### Met1 routing

Supply wires on this layer in gray.
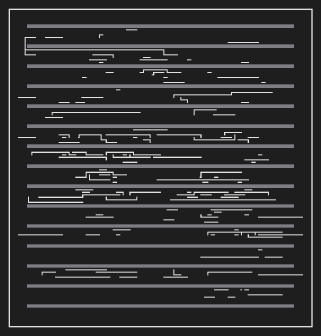
### M2 wires

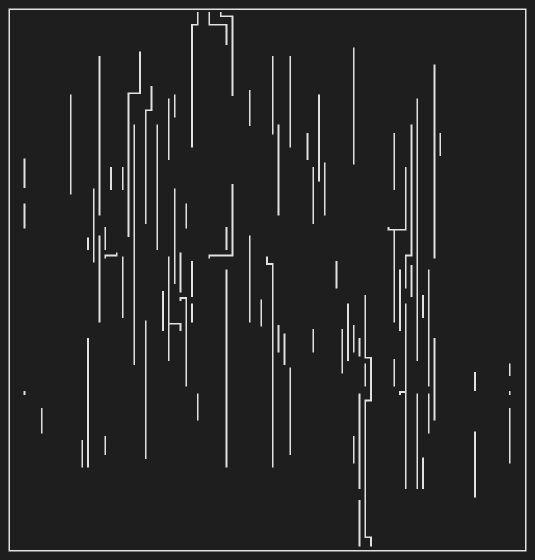
### The metal 3 layer

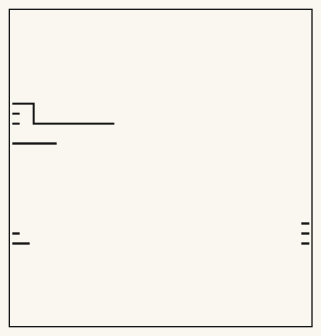
### Clock nets

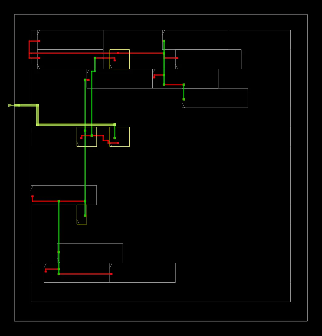
[src/rtl/io_pi_core_capture.sv]
// io_pi_core_capture: synchronize, optionally invert and glitch-filter a SoC pad input for the fabric
// Ports: clk, resetn (async assert, active-low); gfpga_pad_pinput_A2F async pad input;
//   cfg_invert / cfg_filter_en / cfg_filter_len filter setup; evt_clr clears the sticky flag;
//   io_pi_core_inpad committed level, io_pi_core_rise / io_pi_core_fall one-cycle commit pulses,
//   io_pi_core_evt sticky change flag.
module io_pi_core_capture #(
  parameter int   CNT_W     = 4,
  parameter logic RESET_VAL = 1'b0
) (
  input  logic             clk,
  input  logic             resetn,
  input  logic             gfpga_pad_pinput_A2F,
  input  logic             cfg_invert,
  input  logic             cfg_filter_en,
  input  logic [CNT_W-1:0] cfg_filter_len,
  input  logic             evt_clr,
  output logic             io_pi_core_inpad,
  output logic             io_pi_core_rise,
  output logic             io_pi_core_fall,
  output logic             io_pi_core_evt
);
  typedef enum logic {STABLE, PENDING} state_t;
  state_t state, state_n;
  logic s1, s2, d, commit;
  logic [CNT_W-1:0] cnt, cnt_n, eff_len;
  assign d = s2 ^ cfg_invert;
  assign eff_len = cfg_filter_en ? cfg_filter_len : '0;
  always_comb begin
    state_n = state;
    cnt_n = '0;
    commit = 1'b0;
    if (state == STABLE) begin
      if (d != io_pi_core_inpad) begin
        commit = eff_len == '0;
        state_n = commit ? STABLE : PENDING;
        cnt_n = commit ? '0 : CNT_W'(1);
      end
    end else begin
      commit = d != io_pi_core_inpad && cnt >= eff_len;
      state_n = (d == io_pi_core_inpad || commit) ? STABLE : PENDING;
      cnt_n = state_n == PENDING ? cnt + CNT_W'(1) : '0;
    end
  end
  always_ff @(posedge clk or negedge resetn) begin
    if (!resetn) begin
      s1 <= RESET_VAL;
      s2 <= RESET_VAL;
      state <= STABLE;
      cnt <= '0;
      io_pi_core_inpad <= RESET_VAL;
      io_pi_core_rise <= 1'b0;
      io_pi_core_fall <= 1'b0;
      io_pi_core_evt <= 1'b0;
    end else begin
      s1 <= gfpga_pad_pinput_A2F;
      s2 <= s1;
      state <= state_n;
      cnt <= cnt_n;
      io_pi_core_inpad <= commit ? d : io_pi_core_inpad;
      io_pi_core_rise <= commit & d;
      io_pi_core_fall <= commit & ~d;
      io_pi_core_evt <= commit | (io_pi_core_evt & ~evt_clr);
    end
  end
endmodule

[config.mk]
export PLATFORM = sky130hd
export DESIGN_NAME = io_pi_core_capture
export DESIGN_NICKNAME = d
export VERILOG_FILES = /design/src/rtl/io_pi_core_capture.sv
export SDC_FILE = /design/constraint.sdc
export NUM_CORES = 1
export LEC_CHECK = 0
export ABC_AREA = 0
export CORE_AREA = 2 2 39 41
export CTS_CLUSTER_DIAMETER = 120
export DETAILED_ROUTE_END_ITERATION = 16
export DIE_AREA = 0 0 41 43
export PLACE_DENSITY_LB_ADDON = 0.05
export SYNTH_ARGS = -nofsm -noshare
export SYNTH_HDL_FRONTEND = slang
export SYNTH_SLANG_ARGS = --single-unit
[constraint.sdc]
create_clock -name clk -period 1.97 [get_ports clk]
set_input_delay 0.2955 -clock clk [delete_from_list [all_inputs] [get_ports clk]]
set_output_delay 0.2955 -clock clk [all_outputs]
set_load 0.02 [all_outputs]
==> Changelog: implementation <==
## Flow update

* Status: completed
* Net Sw Frac at about a third
* Core Region at 0.001384 mm2
* Adder Share, Synth at 10.89%
* Logic family by area: simple AND/OR/NAND/NOR gates
* Final Skew at ~1.7 ps
* Die Width at between 40 and 50 um
* H-Tree Depth at 1
* Top cell type by total area after synthesis: dfrtp_1
* CTS Root Cell: clkbuf_4
* Design Area, Final at 780.7 um2
* Crit path from: cfg_filter_en
* Fill cell count at 132
* Startpoint Class: primary input
* Num CTS Buffers at 3
* Die area at 0.001763 mm2
* Vias at roughly 400
* Slew @ Worst Pin at 467.6 ps
* Layout Area Growth over Synthesis at 35.95%
* Yosys Warn Count at 0
* Final WL at about 950 um
* Net Sw Power at between 0.0002 and 0.0003 W
* Synthesized area at 574.3 um2
* GPL Wtd Cong at 0.6913
* Yosys Instances at 49
* GRT Total Usage at 13.50%
* CTS tree: yes
* # resized after CTS at 0
* Worst path required time at 2160 ps
* Final hold viol count at 0
* FP Rows at 14
* Worst VDD drop at 0.0006549 V
* Clock buffer depth at 2
* DP HPWL at 793.3 um
* N_diodes at 0
* WP buf/inv at 1
* Delay-heaviest family, CP: simple AND/OR/NAND/NOR gates
* Fmax at 558.9 MHz
* Static leakage at 0.3476 nW
* Netlist cell types at 24
* Remaining DRCs at 0
* Routed len/inst at 11.07 um
* Ys flops at 11
* Pwr Total at 0.0008403 W
* Top cells by area: dfrtp_1 (48%), ha_1 (11%), nand3b_4 (3.5%)
* Unrepaired setup endpoints after global routing: no
* First-pass GRT wire length at 1559 um
* Vias in the first global route at 399
* Post-Syn Nets at 64
* Combinational fraction of design power at ~44%
* Basic Gates by Area at 20.26%
* Fraction of layout cells with a size suffix above 1 at between 20% and 30%
* Synthesis area per yosys at between 500 and 600 um2
* Sequential share of power at 38.7%
* Slowest stage delay, CP at about 470 ps
* Initial antenna violation count at 0
* Sequential area share after synthesis at 47.93%
* Hold WC Path Type: in -> async
* Power Dens Cells at ~1100 mW/mm2
* Cells after synthesis at 49
* Core Util at FP at 41.50%
* Minimum clock period at roughly 1800 ps
* Post-Place Setup Slack at -102.7 ps
* Mux frac, synth at 0%
* Post-route ant nets at 0
* Clk ins delay skew pair at 260 ps
* PortBufs at 13
* Post-Syn Area per Cell at 11.72 um2
* Hold buffers post-CTS at 0
* Max-slew violations at 0
* Nets at 86
* Via density at 4.686
* Tcrit/Tclk final at 90.82%
* Final setup violation count at 0
* Residual overflow from global routing at 0
* Crit path DAT at just under 2000 ps
* Clock sinks at 11
* Clk pwr share at 17.5%
* Area leader share at between 40% and 50%
* Max-cap violations at 0
* R2R Path Start: cnt[0]
* CTS clk-pin slew, worst paths at 70 ps
* Post CTS Setup Buffer Count at 0
* Util after Layout at 56.42%
* Min setup slack post-route at between 150 and 200 ps
* Hold WS at 355.5 ps
* XOR Share, Synth at 7.407%
* Nature of the critical path endpoint: register
* Pint at 0.0005532 W
* Critical path's slowest cell: clkdlybuf4s50_1
* CP Cell Sequence: clkdlybuf4s50_1 -> and2_1 -> ha_1 -> nor3b_1 -> o211ai_2 -> or2_1 -> nor2_1
* Tool Warnings at 26
* Slew margin rel. at between 60% and 70%
* Max Fanout on Critical Path at 6
* Top-level port count at 14
* Drt first pass iters at 2
* Die height at 43 um
* DP Area at 754.5 um2
* Aoi share at 11.55%
* Worst Setup Path Type: in -> reg
* Initial DRC Count at 1
* Largest net degree at the start of global routing at 12
-- 'Met1 routing' (at the start) --
wire length on this layer	426 um
longest straight run	18.9 um
nets with wire on the layer	76
share of all routed wire	45%

-- 'M2 wires' (at the start) --
share of all routed wire	52%
main direction	vertical
wire length on this layer	498 um

-- 'The metal 3 layer' (at the start) --
main direction	horizontal
nets with wire on the layer	9
wire length on this layer	28.6 um

-- 'Clock nets' (at the start) --
flip-flops: 11
clk_buf instances: 4
clock-net power: 0.000147 W

-- cells in the mapped netlist --
master,instances
inv_1,3
ha_1,5
a21oi_2,1
nand3b_4,1
o211ai_2,1
nand2_2,1
nor3_2,1
nor2_1,5
a21oi_1,1
nand2_1,5
nor3b_1,1
and2_1,1
a31oi_2,1
o21a_1,1
dfrtp_1,11
xnor2_2,1
xor2_1,2
or2_1,1
xnor2_1,1
o211ai_1,1
nand3_1,1
o22ai_2,1
nor2b_1,1
or4_4,1
-- metrics by stage --
step           setup TNS, ps  cells
2_1_floorplan              0     49
3_3_place_gp          -279.6     82
3_5_place_dp          -318.6     82
4_1_cts                    0     86
5_1_grt                    0     86
6_report                   0     86
-- state kept, by name (all words and copies together) (netlist names) --
register,cells
cnt,4
state,1
io_pi_core_evt,1
io_pi_core_rise,1
io_pi_core_inpad,1
io_pi_core_fall,1
s1,1
s2,1
-- metal layers --
layer	routed length [um]	vias to the layer above	track usage, %	share of wire, %
met5	0	-	0	0
met4	0	0	6.000	0
met3	28	0	4.712	2.9
met2	497	9	20.31	52
met1	426	184	16.72	45
li1	-	210	-	-
-- cell type report --
class	instances	area, um2	share of cell area (%)
sequential	11	275.3	35.26
inverter	3	11.26	1.442
timing repair buffer	17	160.2	20.51
multi-input combinational	35	287.8	36.86
tap	16	20.02	2.564
clock buffer	4	26.28	3.365
-- logic make-up (layout without fill, tap and decap cells) --
logic type,count (synthesis),in the layout
DFF,11,11
AOI/OAI and AO/OA,7,7
buffers and inverters,3,24
and+or+nand+nor,19,19
xor gates and xnor gates,4,4
adders and majority gates,5,5
-- power groups by stage --
stage / clock (W) / sequential (W) / combinational [W]
after floorplan: 0 / 0.000365 / 0.000179
after global placement: 0 / 0.000331 / 0.000372
after detailed placement: 0 / 0.000331 / 0.000372
after CTS: 0.000152 / 0.000327 / 0.000376
after global routing: 0.000164 / 0.000335 / 0.000404
final: 0.000147 / 0.000325 / 0.000368
-- worst paths after layout --
kind                                         end  slack [ps]  cells past startpoint
worst max-delay path                      cnt[2]         180                      7
worst min-delay path            io_pi_core_inpad         360                      1
worst max register to register            cnt[2]         380                      6
worst min register to register                s2         360                      0
max in group asynchronous                 cnt[1]        1300                      1
min in group clk                              s2         360                      0
-- cells in the final DEF, fill, tap and decap left out, types with 2 or more instances in the layout --
cell type and instances:
clkdlybuf4s50_1 13, dfrtp_1 11, nand2_1 5, nor2_1 5
ha_1 5, buf_4 4, inv_1 3, clkbuf_4 3
xor2_1 2
Power is estimated from default activity; no workload was simulated.
